`src/rtl/bfp_compress_blk_pkg.sv`:
```
// Shared constants, types and exponent helper for the PUSCH block-floating-point compressor.
// Sample and mantissa widths are fixed here; the block length stays a top-level parameter.
package pusch_bfp_pkg;

  localparam int DATA_WIDTH  = 16;
  localparam int CMPR_WIDTH  = 7;
  localparam int SHIFT_WIDTH = 4;
  localparam int MAX_EXP     = DATA_WIDTH - CMPR_WIDTH;
  localparam int MANT_MAX    = 63;
  localparam int MANT_MIN    = -64;

  typedef logic [SHIFT_WIDTH-1:0] agc_t;

  typedef enum logic [0:0] {
    RD_IDLE = 1'b0,
    RD_BUSY = 1'b1
  } rd_state_e;

  // Shift needed so that the highest magnitude bit of m lands on mantissa bit 5.
  function automatic agc_t exp_from_mask(input logic [DATA_WIDTH-2:0] m);
    agc_t e;
    e = {SHIFT_WIDTH{1'b0}};
    for (int i = CMPR_WIDTH - 1; i < DATA_WIDTH - 1; i++) begin
      if (m[i]) begin
        e = agc_t'(i - (CMPR_WIDTH - 2));
      end
    end
    return e;
  endfunction

endpackage

```
`src/rtl/bfp_compress_blk_exp_detect.sv`:
```
// Per-block magnitude OR accumulator and priority encoder; registers the block AGC code
// and pulses done_o on the clock edge that accepts the last sample of a block.
module bfp_exp_detect
  import pusch_bfp_pkg::*;
(
  input  logic                  clk,
  input  logic                  rst_n,
  input  logic                  vld_i,
  input  logic                  first_i,
  input  logic                  last_i,
  input  logic [DATA_WIDTH-1:0] din_i,
  output agc_t                  agc_o,
  output logic                  done_o
);

  logic [DATA_WIDTH-2:0] acc_q, acc_d, mag_s;
  agc_t                  agc_q, agc_d;
  logic                  done_q, done_d;

  // Accumulate one's-complement magnitudes; a first sample restarts, a last sample closes out.
  always_comb begin
    mag_s  = din_i[DATA_WIDTH-2:0] ^ {(DATA_WIDTH-1){din_i[DATA_WIDTH-1]}};
    acc_d  = acc_q;
    agc_d  = agc_q;
    done_d = 1'b0;
    if (vld_i) begin
      if (first_i) begin
        acc_d = mag_s;
      end else if (last_i) begin
        acc_d  = {(DATA_WIDTH-1){1'b0}};
        agc_d  = agc_t'(MAX_EXP) - exp_from_mask(acc_q | mag_s);
        done_d = 1'b1;
      end else begin
        acc_d = acc_q | mag_s;
      end
    end else begin
      acc_d = acc_q;
    end
  end

  // Detector state registers.
  always_ff @(posedge clk or negedge rst_n) begin
    if (!rst_n) begin
      acc_q  <= {(DATA_WIDTH-1){1'b0}};
      agc_q  <= {SHIFT_WIDTH{1'b0}};
      done_q <= 1'b0;
    end else begin
      acc_q  <= acc_d;
      agc_q  <= agc_d;
      done_q <= done_d;
    end
  end

  assign agc_o  = agc_q;
  assign done_o = done_q;

endmodule

```
`src/rtl/bfp_compress_blk.sv`:
```
// Block-floating-point compressor: ping-pong sample buffer, shared-exponent detection and
// mantissa read-out. Define CMPR_ROUND_EN for round-half-up mantissas with saturation.
module bfp_compress_blk
  import pusch_bfp_pkg::*;
#(
  parameter int BLOCK_LEN = 12
) (
  input  logic                  clk,
  input  logic                  rst_n,
  input  logic                  i_valid,
  input  logic                  i_sop,
  input  logic [DATA_WIDTH-1:0] i_din,
  output logic                  o_valid,
  output logic                  o_sop,
  output logic                  o_eop,
  output logic [CMPR_WIDTH-1:0] o_dout,
  output agc_t                  o_agc,
  output logic                  o_err
);

  localparam int CNT_W  = $clog2(BLOCK_LEN);
  localparam int DEPTH  = 2 * BLOCK_LEN;
  localparam int ADDR_W = $clog2(DEPTH);

  logic [CNT_W-1:0]      wr_cnt_q, wr_cnt_d;
  logic                  wr_bank_q, wr_bank_d;
  logic                  err_q, err_d;
  logic                  wr_en_s, wr_first_s, wr_last_s;
  logic [CNT_W-1:0]      wr_idx_s;
  logic [ADDR_W-1:0]     wr_addr_s, rd_addr_s;
  logic [DATA_WIDTH-1:0] mem_q [DEPTH];
  logic [DATA_WIDTH-1:0] rd_data_s;
  agc_t                  det_agc_s;
  logic                  det_done_s;

  rd_state_e             rd_state_q, rd_state_d;
  logic [CNT_W-1:0]      rd_cnt_q, rd_cnt_d;
  logic                  rd_bank_q, rd_bank_d;
  agc_t                  rd_agc_q, rd_agc_d;
  agc_t                  rd_exp_s;
  logic [CMPR_WIDTH-1:0] mant_s;

  logic                  valid_q, valid_d, sop_q, sop_d, eop_q, eop_d;
  logic [CMPR_WIDTH-1:0] dout_q, dout_d;
  agc_t                  agc_q, agc_d;

  // Write sequencing: sop always (re)starts at index 0 of the current bank, dropping a partial block.
  always_comb begin
    wr_cnt_d   = wr_cnt_q;
    wr_bank_d  = wr_bank_q;
    err_d      = 1'b0;
    wr_en_s    = 1'b0;
    wr_first_s = 1'b0;
    wr_last_s  = 1'b0;
    wr_idx_s   = wr_cnt_q;
    if (i_valid && i_sop) begin
      wr_en_s    = 1'b1;
      wr_first_s = 1'b1;
      wr_idx_s   = {CNT_W{1'b0}};
      wr_cnt_d   = CNT_W'(1);
      err_d      = (wr_cnt_q != {CNT_W{1'b0}});
    end else if (i_valid && (wr_cnt_q != {CNT_W{1'b0}})) begin
      wr_en_s = 1'b1;
      if (wr_cnt_q == CNT_W'(BLOCK_LEN - 1)) begin
        wr_last_s = 1'b1;
        wr_cnt_d  = {CNT_W{1'b0}};
        wr_bank_d = ~wr_bank_q;
      end else begin
        wr_cnt_d = wr_cnt_q + CNT_W'(1);
      end
    end else begin
      wr_cnt_d = wr_cnt_q;
    end
    wr_addr_s = (wr_bank_q ? ADDR_W'(BLOCK_LEN) : {ADDR_W{1'b0}}) + ADDR_W'(wr_idx_s);
  end

  // Write-side registers.
  always_ff @(posedge clk or negedge rst_n) begin
    if (!rst_n) begin
      wr_cnt_q  <= {CNT_W{1'b0}};
      wr_bank_q <= 1'b0;
      err_q     <= 1'b0;
    end else begin
      wr_cnt_q  <= wr_cnt_d;
      wr_bank_q <= wr_bank_d;
      err_q     <= err_d;
    end
  end

  // Ping-pong sample storage.
  always_ff @(posedge clk) begin
    if (wr_en_s) begin
      mem_q[wr_addr_s] <= i_din;
    end
  end

  bfp_exp_detect u_exp_detect (
    .clk     (clk),
    .rst_n   (rst_n),
    .vld_i   (wr_en_s),
    .first_i (wr_first_s),
    .last_i  (wr_last_s),
    .din_i   (i_din),
    .agc_o   (det_agc_s),
    .done_o  (det_done_s)
  );

  // Read FSM state register.
  always_ff @(posedge clk or negedge rst_n) begin
    if (!rst_n) begin
      rd_state_q <= RD_IDLE;
      rd_cnt_q   <= {CNT_W{1'b0}};
      rd_bank_q  <= 1'b0;
      rd_agc_q   <= {SHIFT_WIDTH{1'b0}};
    end else begin
      rd_state_q <= rd_state_d;
      rd_cnt_q   <= rd_cnt_d;
      rd_bank_q  <= rd_bank_d;
      rd_agc_q   <= rd_agc_d;
    end
  end

  // Read FSM next state; a handover coincides at most with the final read of the previous block.
  always_comb begin
    rd_state_d = rd_state_q;
    rd_cnt_d   = rd_cnt_q;
    rd_bank_d  = rd_bank_q;
    rd_agc_d   = rd_agc_q;
    case (rd_state_q)
      RD_IDLE: begin
        if (det_done_s) begin
          rd_state_d = RD_BUSY;
          rd_cnt_d   = {CNT_W{1'b0}};
          rd_bank_d  = ~wr_bank_q;
          rd_agc_d   = det_agc_s;
        end else begin
          rd_state_d = RD_IDLE;
        end
      end
      RD_BUSY: begin
        if (det_done_s) begin
          rd_state_d = RD_BUSY;
          rd_cnt_d   = {CNT_W{1'b0}};
          rd_bank_d  = ~wr_bank_q;
          rd_agc_d   = det_agc_s;
        end else if (rd_cnt_q == CNT_W'(BLOCK_LEN - 1)) begin
          rd_state_d = RD_IDLE;
          rd_cnt_d   = {CNT_W{1'b0}};
        end else begin
          rd_cnt_d = rd_cnt_q + CNT_W'(1);
        end
      end
      default: begin
        rd_state_d = RD_IDLE;
        rd_cnt_d   = {CNT_W{1'b0}};
      end
    endcase
  end

  assign rd_addr_s = (rd_bank_q ? ADDR_W'(BLOCK_LEN) : {ADDR_W{1'b0}}) + ADDR_W'(rd_cnt_q);
  assign rd_data_s = mem_q[rd_addr_s];
  assign rd_exp_s  = agc_t'(MAX_EXP) - rd_agc_q;

`ifdef CMPR_ROUND_EN
  logic [DATA_WIDTH:0] rnd_s, sum_s;
  logic [CMPR_WIDTH:0] sh_s;
  logic [4:0]          ridx_s;

  // Round half up, then saturate the single overflow case (+64) to the mantissa range.
  always_comb begin
    if (rd_exp_s == {SHIFT_WIDTH{1'b0}}) begin
      rnd_s = {(DATA_WIDTH+1){1'b0}};
    end else begin
      rnd_s = (DATA_WIDTH+1)'(1) << (rd_exp_s - agc_t'(1));
    end
    sum_s  = {rd_data_s[DATA_WIDTH-1], rd_data_s} + rnd_s;
    sh_s   = {(CMPR_WIDTH+1){1'b0}};
    ridx_s = 5'd0;
    for (int k = 0; k <= CMPR_WIDTH; k++) begin
      ridx_s  = 5'(k) + {1'b0, rd_exp_s};
      sh_s[k] = sum_s[ridx_s];
    end
    if (!sh_s[CMPR_WIDTH] && sh_s[CMPR_WIDTH-1]) begin
      mant_s = CMPR_WIDTH'(MANT_MAX);
    end else if (sh_s[CMPR_WIDTH] && !sh_s[CMPR_WIDTH-1]) begin
      mant_s = CMPR_WIDTH'(MANT_MIN);
    end else begin
      mant_s = sh_s[CMPR_WIDTH-1:0];
    end
  end
`else
  agc_t bidx_s;

  // Arithmetic shift right by e, picking only the bits that land in the mantissa.
  always_comb begin
    mant_s = {CMPR_WIDTH{1'b0}};
    bidx_s = {SHIFT_WIDTH{1'b0}};
    for (int k = 0; k < CMPR_WIDTH; k++) begin
      bidx_s    = agc_t'(k) + rd_exp_s;
      mant_s[k] = rd_data_s[bidx_s];
    end
  end
`endif

  // Output stage next values; everything is forced to zero between blocks.
  always_comb begin
    if (rd_state_q == RD_BUSY) begin
      valid_d = 1'b1;
      sop_d   = (rd_cnt_q == {CNT_W{1'b0}});
      eop_d   = (rd_cnt_q == CNT_W'(BLOCK_LEN - 1));
      dout_d  = mant_s;
      agc_d   = rd_agc_q;
    end else begin
      valid_d = 1'b0;
      sop_d   = 1'b0;
      eop_d   = 1'b0;
      dout_d  = {CMPR_WIDTH{1'b0}};
      agc_d   = {SHIFT_WIDTH{1'b0}};
    end
  end

  // Output registers.
  always_ff @(posedge clk or negedge rst_n) begin
    if (!rst_n) begin
      valid_q <= 1'b0;
      sop_q   <= 1'b0;
      eop_q   <= 1'b0;
      dout_q  <= {CMPR_WIDTH{1'b0}};
      agc_q   <= {SHIFT_WIDTH{1'b0}};
    end else begin
      valid_q <= valid_d;
      sop_q   <= sop_d;
      eop_q   <= eop_d;
      dout_q  <= dout_d;
      agc_q   <= agc_d;
    end
  end

  assign o_valid = valid_q;
  assign o_sop   = sop_q;
  assign o_eop   = eop_q;
  assign o_dout  = dout_q;
  assign o_agc   = agc_q;
  assign o_err   = err_q;

endmodule
```
`config.mk`:
```
export PLATFORM = sky130hd
export DESIGN_NAME = bfp_compress_blk
export DESIGN_NICKNAME = d
export VERILOG_FILES = /design/src/rtl/bfp_compress_blk_pkg.sv /design/src/rtl/bfp_compress_blk_exp_detect.sv /design/src/rtl/bfp_compress_blk.sv
export SDC_FILE = /design/constraint.sdc
export NUM_CORES = 1
export LEC_CHECK = 0
export CORE_MARGIN = 2
export CORE_UTILIZATION = 46
export CTS_CLUSTER_DIAMETER = 120
export DETAILED_ROUTE_END_ITERATION = 8
export PLACE_DENSITY = 0.73
export SYNTH_ARGS = -nofsm -noshare
export SYNTH_HDL_FRONTEND = slang
export SYNTH_HIERARCHICAL = 1
export SYNTH_SLANG_ARGS = --single-unit
```
`constraint.sdc`:
```
create_clock -name clk -period 4 [get_ports clk]
set_clock_uncertainty 0.05 [all_clocks]
set_input_delay 0.8 -clock clk [delete_from_list [all_inputs] [get_ports clk]]
set_output_delay 0.8 -clock clk [all_outputs]
set_load 0.03 [all_outputs]
```
Fig. 1: run 1, routing congestion map
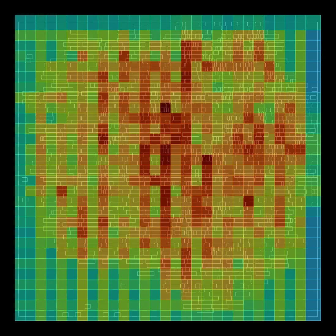
met3 usage: 4.31%
final core utilization: 54.3%
M2 GR Usage: 34.8%
GRT Overall Usage: 21.2%
met1 usage: 28.6%

Fig. 2: run 1, nets reached from selected ports
The bar under the picture is 50 µm long.
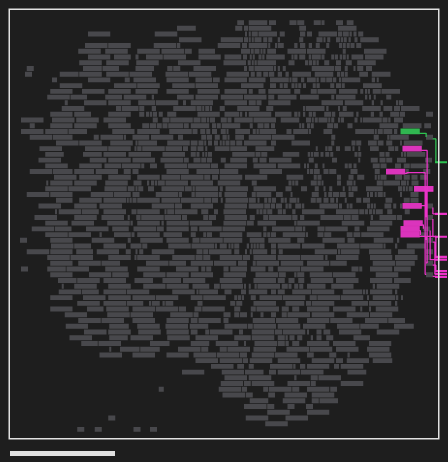
Green shows o_eop, bits 1, direction output, edge right, end cells 1, wire 18.0 µm. Magenta shows o_dout, bits 7, direction output, edge right, end cells 7, wire 215 µm.
# IOs: 35
Buffers on Ports: 34

Fig. 3: run 1, sequential cells grouped by signal name
The bar under the picture is 50 µm long. Other sequential cells in the stronger gray, the rest of the logic in the fainter gray.
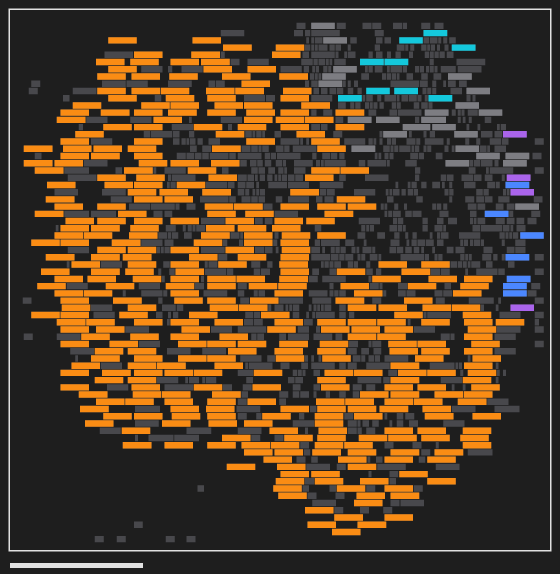
Purple shows o_agc, sequential cells 4. Cyan shows u_exp_detect/acc_q, sequential cells 9, where upper right. Orange shows mem_q, sequential cells 384, where spread over the die. Blue shows o_dout, sequential cells 7, where middle right.
flop share of the area: 59.8%
Sequential Power: 5370 µW
Seq. cell area: 12600 µm²

==> results.json, run 1 <==
{
  "status": "finished, final reports clean",
  "cts_setup_buffers": 0,
  "die_area_um2": 41300,
  "drive_above_1_share_pct": 17.8,
  "buffer_area_share_pct": 4.96,
  "warnings": 33,
  "antenna_found_initial": 0,
  "flops": 428,
  "mostFrequentLayoutCells": "edfxtp_1, mux2i_1, nor2_1, buf_4, nand2_1",
  "drt_first_pass_iters": 5,
  "yosysMostFrequentCell": "edfxtp_1",
  "p_switching_uw": 3620,
  "avgSynthCellArea_um2": 16.3,
  "fp_util_pct": 46.9,
  "power.density_nw_per_um2": 597,
  "drc": 0,
  "grt_pass1_vias": 10400,
  "period_minus_slack_ps": 3740,
  "numPlacedInstances": 1699,
  "ys_async_sr_fraction_pct": 10.3,
  "root_buffer": "clkbuf_16",
  "syn2layout_area_growth_pct": 15.8,
  "power_uw": 12600,
  "rows": 72,
  "synth_top_cell_by_area": "edfxtp_1",
  "maxUsedRoutingLayer": "met4",
  "period_used_pct": 93.5,
  "hpwl_um": 28700,
  "p_leak_uw": 0.00711,
  "ff_type": "edfxtp_1",
  "cp_common_cell": "a221oi_1",
  "crit_type": "flop to flop",
  "route.met3.wl_um": 3450,
  "die_h_um": 203,
  "critical_path.endpoint_type": "flop",
  "path_cells": "ha_4 -> nor2b_1 -> a221oi_1 -> o21a_1 -> a221oi_1 -> o221ai_1 -> mux4_2 -> nand3_1 -> o31ai_1",
  "setup_tns_ps": 0,
  "r2r_slack_ps": 260,
  "wl_per_cell_um": 24.4,
  "fmax_mhz": 267,
  "wl_met2_um": 21100,
  "ys_seq_share_pct": 69.2,
  "cp_data_arrival_time_ps": 4110,
  "cts_resized": 0,
  "rr_worst_depth": 9,
  "clock.latency.late_pin_ps": 540,
  "drt-met1-wl_um": 17700,
  "endpoint": "o_dout[0]$_DFF_PN0_",
  "rsz0062_at_grt": "no",
  "path_delay_family": "AND-OR/OR-AND gates",
  "clkPwrFrac_pct": 33.7,
  "n_tap_cell": 518,
  "pre_cts_ws_ps": 237,
  "yosys_area_um2": 18300,
  "antenna-diode-count": 0,
  "synth_cell_types": 71,
  "yosys_cells": 1123,
  "relSlewSlack_pct": 31.8,
  "place.gp.congestion": 0.879,
  "logic_gates": 617,
  "edf_count": 384,
  "clock_net_power_uw": 4260,
  "hold_viol": 0,
  "cts_buffer_depth": 3,
  "n_all_buffers": 113,
  "routed_wl_um": 43500,
  "netlist_area_um2": 18300,
  "cts.sinks": 428,
  "grt_overflow": 0,
  "max_stage_delay_ps": 710,
  "nNonClkInverters": 23,
  "path_max_fanout": 39,
  "ys_sh_aoi_pct": 7.13,
  "comb_area_share_pct": 24.7,
  "yosys-top-cells-count": "edfxtp_1, mux2i_1, nor2_1, nand2_1, mux4_2",
  "final_area_um2": 21100,
  "switching_share_pct": 28.7,
  "hold_ws_ps": 163,
  "final.setup.worst_slack_ps": 260,
  "intPower_uw": 9000,
  "busiest_layer": "met2",
  "grt_pass1_wl_um": 65000,
  "ys_sh_xor_pct": 1.01,
  "cp_slowest_cell": "ha_4",
  "postRouteAntennaNets": 0
}
Fig. 4: run 1, gate-type map
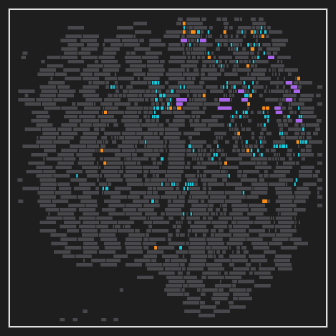

## Run 2: what changed since run 1
Settings changed: HOLD_SLACK_MARGIN from default to 0.02, PLACE_DENSITY 0.73 to default.
Fig. 5: run 2, gate-type map
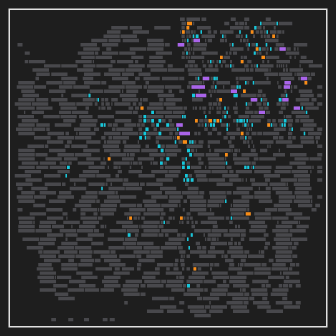
Purple shows fa/ha/maj cells, cells 16, most used ha_1. Cyan shows nor cells, cells 115, most used nor2_1. Orange shows and/or cells, cells 26, most used and2_1.
Layout Cells excl Fill: 1782
logic share of the area: 24.8%
most frequent logic cell in the layout: edfxtp_1

==> results.json, run 2 <==
{
  "status": "finished, final reports clean",
  "relSlewSlack_pct": 33.2,
  "final.setup.worst_slack_ps": 339,
  "cp_data_arrival_time_ps": 4090,
  "grt_usage_pct": 22.5,
  "wl_per_cell_um": 25.3,
  "synth_cell_types": 71,
  "final_area_um2": 21200,
  "n_tap_cell": 518,
  "busiest_layer": "met2",
  "routed_wl_um": 45000,
  "yosys-top-cells-count": "edfxtp_1, mux2i_1, nor2_1, nand2_1, mux4_2",
  "route.met3.wl_um": 2840,
  "regArea_um2": 12600,
  "cp_slowest_cell": "fa_1",
  "wl_met2_um": 20600,
  "flops": 428,
  "clock.latency.late_pin_ps": 580,
  "power_uw": 12600,
  "seq-cell-share_pct": 59.7,
  "path_max_fanout": 24,
  "cts_resized": 0,
  "ys_async_sr_fraction_pct": 10.3,
  "hpwl_um": 29500,
  "nNonClkInverters": 23,
  "clkPwrFrac_pct": 33.3,
  "drive_above_1_share_pct": 18.9,
  "cts.sinks": 428,
  "cts_buffer_depth": 3,
  "cts_setup_buffers": 0,
  "edf_count": 384,
  "grt_pass1_wl_um": 67200,
  "seq_power_uw": 5380,
  "root_buffer": "clkbuf_16",
  "fp_util_pct": 46.9,
  "avgSynthCellArea_um2": 16.3,
  "die_area_um2": 41300,
  "pre_cts_ws_ps": 199,
  "ys_sh_xor_pct": 1.01,
  "cp_common_cell": "a221oi_1",
  "antenna-diode-count": 1,
  "clock_net_power_uw": 4210,
  "met3_usage_pct": 4.55,
  "die_h_um": 203,
  "buffer_area_share_pct": 5.02,
  "maxUsedRoutingLayer": "met4",
  "rsz0062_at_grt": "no",
  "r2r_slack_ps": 340
}
Fig. 6: run 2, nets reached from selected ports
The bar under the picture is 50 µm long.
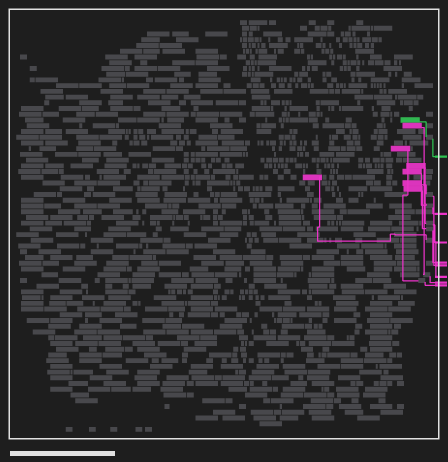
Magenta shows o_dout, bits 7, direction output, edge right, end cells 7, wire 405 µm. Green shows o_eop, bits 1, direction output, edge right, end cells 1, wire 20.8 µm.

Fig. 7: run 2, routing congestion map
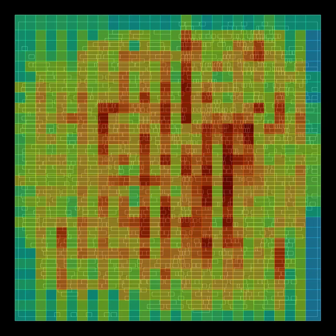

## Run 3: what changed since run 2
Settings changed: CORE_ASPECT_RATIO from default to 2.
Fig. 8: run 3, routing congestion map
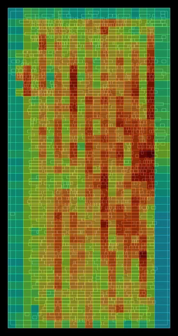
final core utilization: 53.0%
GRT Overall Usage: 23.5%
M2 GR Usage: 44.9%
met1 usage: 25.8%

==> results.json, run 3 <==
{
  "cts_buffer_depth": 3,
  "ys_sh_xor_pct": 1.01,
  "clkPwrFrac_pct": 30.0,
  "hold_viol": 0,
  "synth_cell_types": 71,
  "edf_count": 384,
  "path_max_fanout": 38,
  "maxUsedRoutingLayer": "met4",
  "netlist_area_um2": 18300,
  "route.met3.wl_um": 1620,
  "status": "finished, final reports clean",
  "flops": 428,
  "yosys-top-cells-count": "edfxtp_1, mux2i_1, nor2_1, nand2_1, mux4_2",
  "r2r_slack_ps": 260,
  "cts.sinks": 428,
  "antenna-diode-count": 0,
  "fp_util_pct": 46.4,
  "seq-cell-share_pct": 60.7,
  "final_area_um2": 20800,
  "busiest_layer": "met2",
  "nNonClkInverters": 23,
  "power_uw": 12000,
  "wl_per_cell_um": 26.7,
  "rsz0062_at_grt": "no",
  "cts_setup_buffers": 0,
  "met3_usage_pct": 2.44,
  "avgSynthCellArea_um2": 16.3,
  "n_tap_cell": 525,
  "routed_wl_um": 47000,
  "endpoint": "o_dout[4]$_DFF_PN0_",
  "root_buffer": "clkbuf_16",
  "grt_pass1_wl_um": 69100,
  "regArea_um2": 12600,
  "final.setup.worst_slack_ps": 262,
  "die_h_um": 286,
  "cp_slowest_cell": "ha_4",
  "relSlewSlack_pct": 29.9,
  "wl_met2_um": 26900,
  "die_area_um2": 41400,
  "buffer_area_share_pct": 4.84,
  "ys_async_sr_fraction_pct": 10.3,
  "clock.latency.late_pin_ps": 540,
  "hpwl_um": 32600
}
Fig. 9: run 3, gate-type map
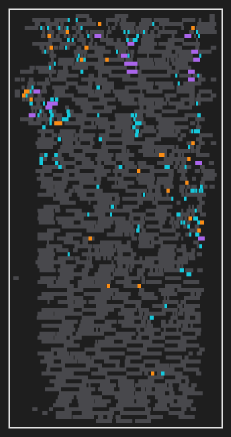
Cyan shows nor cells, cells 115, most used nor2_1. Orange shows and/or cells, cells 26, most used and2_1. Purple shows fa/ha/maj cells, cells 16, most used ha_1.
logic share of the area: 25.2%
Layout Cells excl Fill: 1762

Power figures rest on the tool's default switching activity, not on a simulated workload.
